===== src/rtl/regfile_wb_pkg.sv =====
// Shared types and constants for the register-file write-back initiator.
package regfile_wb_pkg;

  localparam int unsigned WB_ADDR_W = 5;
  localparam int unsigned WB_DATA_W = 32;

  typedef struct packed {
    logic [WB_ADDR_W-1:0] addr;
    logic [WB_DATA_W-1:0] data;
  } wb_req_t;

  typedef enum logic {
    WB_SRC_ALU = 1'b0,
    WB_SRC_LSU = 1'b1
  } wb_src_e;

  localparam logic [15:0] WB_DROP_MAX = 16'hFFFF;

endpackage


===== src/rtl/wb_fifo.sv =====
// In-order write-back buffer; exposes every slot plus an occupancy mask so the
// parent can decode pending destinations.
module wb_fifo
  import regfile_wb_pkg::*;
#(
  parameter int unsigned DEPTH = 4,
  parameter type         T     = wb_req_t
) (
  input  logic                   clk,
  input  logic                   rst,
  input  logic                   push,
  input  T                       push_data,
  input  logic                   pop,
  output logic                   full,
  output logic                   empty,
  output logic [$clog2(DEPTH):0] count,
  output T                       head,
  output logic [DEPTH-1:0]       occ_valid,
  output T                       occ [DEPTH]
);

  localparam int unsigned PW = $clog2(DEPTH);
  localparam int unsigned CW = PW + 1;

  T               mem [DEPTH];
  T               hold;
  logic [PW-1:0]  wr_ptr;
  logic [PW-1:0]  rd_ptr;
  logic [CW-1:0]  cnt;
  logic           do_push;
  logic           do_pop;

  assign full    = (cnt == CW'(DEPTH));
  assign empty   = (cnt == '0);
  assign count   = cnt;
  assign do_push = push && !full;
  assign do_pop  = pop && !empty;

  // An empty buffer keeps showing the most recently drained entry.
  assign head = empty ? hold : mem[rd_ptr];

  always_ff @(posedge clk) begin
    if (do_push) begin
      mem[wr_ptr] <= push_data;
    end
  end

  always_ff @(posedge clk or negedge rst) begin
    if (!rst) begin
      wr_ptr <= '0;
      rd_ptr <= '0;
      cnt    <= '0;
      hold   <= '0;
    end else begin
      if (do_push) begin
        wr_ptr <= wr_ptr + PW'(1);
      end
      if (do_pop) begin
        rd_ptr <= rd_ptr + PW'(1);
        hold   <= mem[rd_ptr];
      end
      case ({do_push, do_pop})
        2'b10:   cnt <= cnt + CW'(1);
        2'b01:   cnt <= cnt - CW'(1);
        default: cnt <= cnt;
      endcase
    end
  end

  // Slot i is live when its distance from the read pointer is below the count.
  always_comb begin
    for (int unsigned i = 0; i < DEPTH; i++) begin
      logic [PW-1:0] off;
      off          = PW'(i) - rd_ptr;
      occ[i]       = mem[i];
      occ_valid[i] = ({1'b0, off} < cnt);
    end
  end

endmodule


===== src/rtl/regfile_writeback.sv =====
// Round-robin write-back initiator: ALU and LSU results are arbitrated,
// x0 writes dropped, the rest buffered and drained to the register file.
module regfile_writeback
  import regfile_wb_pkg::*;
#(
  parameter int unsigned ADDR_WIDTH = 5,
  parameter int unsigned DATA_WIDTH = 32,
  parameter int unsigned FIFO_DEPTH = 4
) (
  input  logic                         clk,
  input  logic                         rst,
  input  logic [ADDR_WIDTH-1:0]        alu_addr_in,
  input  logic [DATA_WIDTH-1:0]        alu_data_in,
  input  logic                         alu_valid_in,
  output logic                         alu_ready_out,
  input  logic [ADDR_WIDTH-1:0]        lsu_addr_in,
  input  logic [DATA_WIDTH-1:0]        lsu_data_in,
  input  logic                         lsu_valid_in,
  output logic                         lsu_ready_out,
  output logic [ADDR_WIDTH-1:0]        wr_addr_out,
  output logic [DATA_WIDTH-1:0]        wr_data_out,
  output logic                         wr_data_valid_out,
  input  logic                         wr_data_ready_in,
  output logic [2**ADDR_WIDTH-1:0]     pending_mask_out,
  output logic [$clog2(FIFO_DEPTH):0]  fifo_count_out,
  output logic [15:0]                  drop_count_out
);

  typedef struct packed {
    logic [ADDR_WIDTH-1:0] addr;
    logic [DATA_WIDTH-1:0] data;
  } req_t;

  wb_src_e                      last_grant;
  logic                         grant_alu_c;
  logic                         grant_lsu_c;
  logic                         full;
  logic                         empty;
  logic                         accept;
  logic                         is_x0;
  logic                         push;
  logic                         pop;
  req_t                         sel_req;
  req_t                         head;
  req_t                         occ [FIFO_DEPTH];
  logic [FIFO_DEPTH-1:0]        occ_valid;
  logic [$clog2(FIFO_DEPTH):0]  count;
  logic [15:0]                  drop_count;

  // On contention the source that did not win last time is granted.
  always_comb begin
    grant_alu_c = 1'b0;
    grant_lsu_c = 1'b0;
    if (alu_valid_in && lsu_valid_in) begin
      if (last_grant == WB_SRC_LSU) grant_alu_c = 1'b1;
      else                          grant_lsu_c = 1'b1;
    end else begin
      grant_alu_c = alu_valid_in;
      grant_lsu_c = lsu_valid_in;
    end
  end

  assign alu_ready_out = grant_alu_c && !full && rst;
  assign lsu_ready_out = grant_lsu_c && !full && rst;
  assign accept        = alu_ready_out || lsu_ready_out;

  always_comb begin
    sel_req = '0;
    if (grant_alu_c) begin
      sel_req.addr = alu_addr_in;
      sel_req.data = alu_data_in;
    end else begin
      sel_req.addr = lsu_addr_in;
      sel_req.data = lsu_data_in;
    end
  end

  assign is_x0 = (sel_req.addr == '0);
  assign push  = accept && !is_x0;
  assign pop   = !empty && wr_data_ready_in;

  always_ff @(posedge clk or negedge rst) begin
    if (!rst) begin
      last_grant <= WB_SRC_LSU;
      drop_count <= '0;
    end else if (accept) begin
      last_grant <= grant_alu_c ? WB_SRC_ALU : WB_SRC_LSU;
      if (is_x0 && (drop_count != WB_DROP_MAX)) begin
        drop_count <= drop_count + 16'(1);
      end
    end
  end

  wb_fifo #(
    .DEPTH (FIFO_DEPTH),
    .T     (req_t)
  ) u_fifo (
    .clk       (clk),
    .rst       (rst),
    .push      (push),
    .push_data (sel_req),
    .pop       (pop),
    .full      (full),
    .empty     (empty),
    .count     (count),
    .head      (head),
    .occ_valid (occ_valid),
    .occ       (occ)
  );

  // x0 is never enqueued, but bit 0 is forced low regardless.
  always_comb begin
    pending_mask_out = '0;
    for (int unsigned i = 0; i < FIFO_DEPTH; i++) begin
      if (occ_valid[i]) begin
        pending_mask_out[occ[i].addr] = 1'b1;
      end
    end
    pending_mask_out[0] = 1'b0;
  end

  assign wr_addr_out       = head.addr;
  assign wr_data_out       = head.data;
  assign wr_data_valid_out = !empty;
  assign fifo_count_out    = count;
  assign drop_count_out    = drop_count;

endmodule


===== config.mk =====
export PLATFORM = sky130hd
export DESIGN_NAME = regfile_writeback
export DESIGN_NICKNAME = d
export VERILOG_FILES = /design/src/rtl/regfile_wb_pkg.sv /design/src/rtl/wb_fifo.sv /design/src/rtl/regfile_writeback.sv
export SDC_FILE = /design/constraint.sdc
export NUM_CORES = 1
export LEC_CHECK = 0
export CORE_MARGIN = 2
export CORE_UTILIZATION = 50
export DETAILED_ROUTE_END_ITERATION = 7
export GPL_TIMING_DRIVEN = 0
export MAX_ROUTING_LAYER = met4
export PLACE_DENSITY = 0.76
export SYNTH_ARGS = -nofsm -noshare
export SYNTH_HDL_FRONTEND = slang
export SYNTH_SLANG_ARGS = --single-unit

===== constraint.sdc =====
create_clock -name clk -period 9.2 [get_ports clk]
set_input_delay 1.38 -clock clk [delete_from_list [all_inputs] [get_ports clk]]
set_output_delay 1.38 -clock clk [all_outputs]
set_load 0.05 [all_outputs]

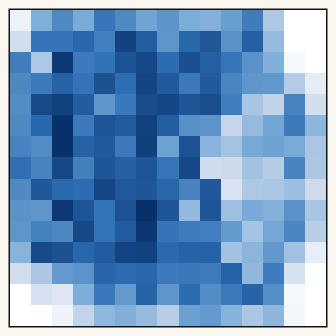
cell_density.png
The die is cut into 15 by 15 equal tiles; white is low, dark blue is high, 0 to 100% covered.
nearly empty tiles: 4.9%
tiles over 75% full: 33%
mean over tiles: 59%
fullest tile: 100%

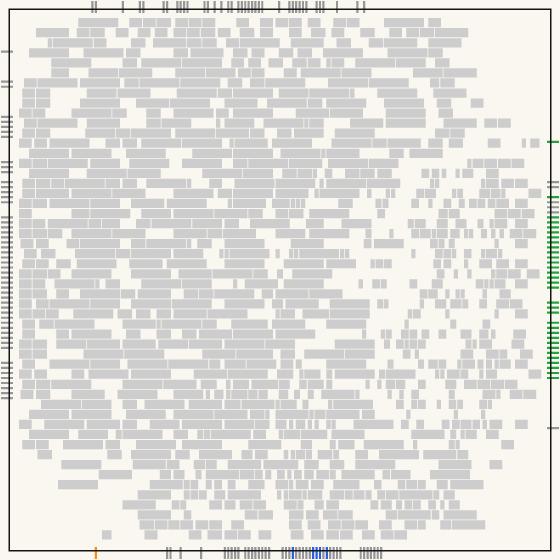
io_placement.png
Pins as bars across the die edge, other pins in grey.
[`pending_mask_out`] green | pins: 32 | direction: output | edge: right
[`rst`] orange | pins: 1 | direction: input | edge: bottom
[`lsu_addr_in`] blue | pins: 5 | direction: input | edge: bottom
all pins by edge: 51 left, 43 bottom, 38 top, 38 right

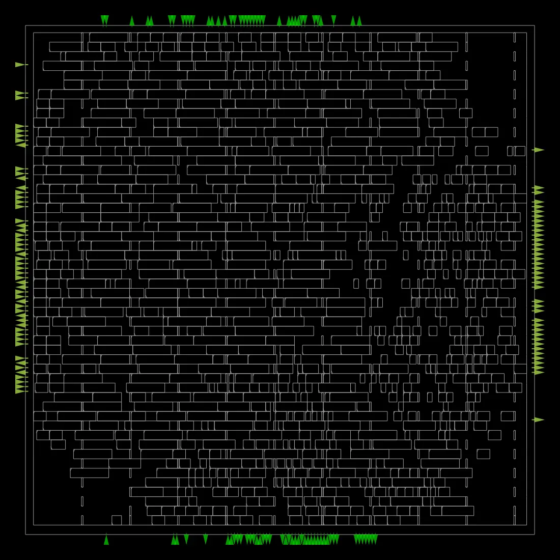
placement.png
CORE AREA: 20000 um^2
Finished Layout Cells: 1171

==> impl_metrics.tcl <==
# metrics dict for downstream scripts
set metrics [dict create \
    status "completed" \
    top_usage_layer "met2" \
    maxSlewViolCount 0 \
    hp-class "flop to flop" \
    reg2reg_slack_ns 6.29 \
    synth_cells 689 \
    worstPathArrival_ns 5.11 \
    tap-cell-count 270 \
    ctsResizeCount 0 \
    power_leakage_nw 4.59 \
    holdWs_ns 0.482 \
    fin_crit_sh_pct 70.6 \
    min_period_ns 6.49 \
    yosysWarnings 0 \
    hold_buffers 0 \
    fillers 1517 \
    cap_viol_max_count 0 \
    syn2layout_area_growth_pct 28.2 \
    dpl.cell_count 1131 \
    critPathKind "flop to output pin" \
    fp-utilization_pct 50.5 \
    reg2reg_depth 5 \
    edf_count 148 \
    crit_required_ns 7.82 \
    min_from "u_fifo.hold[34]" \
    layout_top_cell "clkdlybuf4s50_1" \
    tns_ns 0 \
    avgSynthCellArea_um2 14.7 \
    signal_buffers 210 \
    drt-total-wl_um 25900 \
    num-multi-input-gates 432 \
    largest-register "u_fifo.mem" \
    post-place-ws_ns 3.23 \
    warnings 30 \
    post-cts-setup-buffers 0 \
    cts_buffers 22 \
    top_area_share_pct 43.9 \
    p_int_mw 2.61 \
    area_leaders "edfxtp_1, dfrtp_1, mux2_2" \
    cts_tree "done" \
    wl_met2_um 12700 \
    avgRoutedWirePerCell_um 22.1 \
    p_clk_share_pct 20.0 \
]
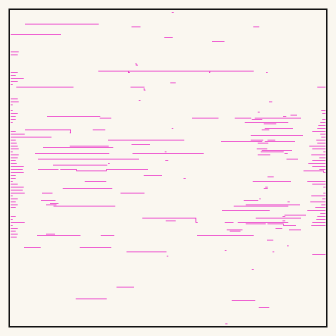
layer_met3.png
longest straight run: 71.8 um
wire length on this layer: 1520 um

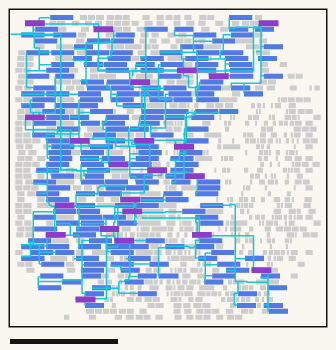
clk_routes.png
Scale bar: 50 um.
[clock wires] cyan | length: 2390 um
[clock drivers] purple | count: 22
[flip-flops] blue | count: 209
routed clock nets: 23

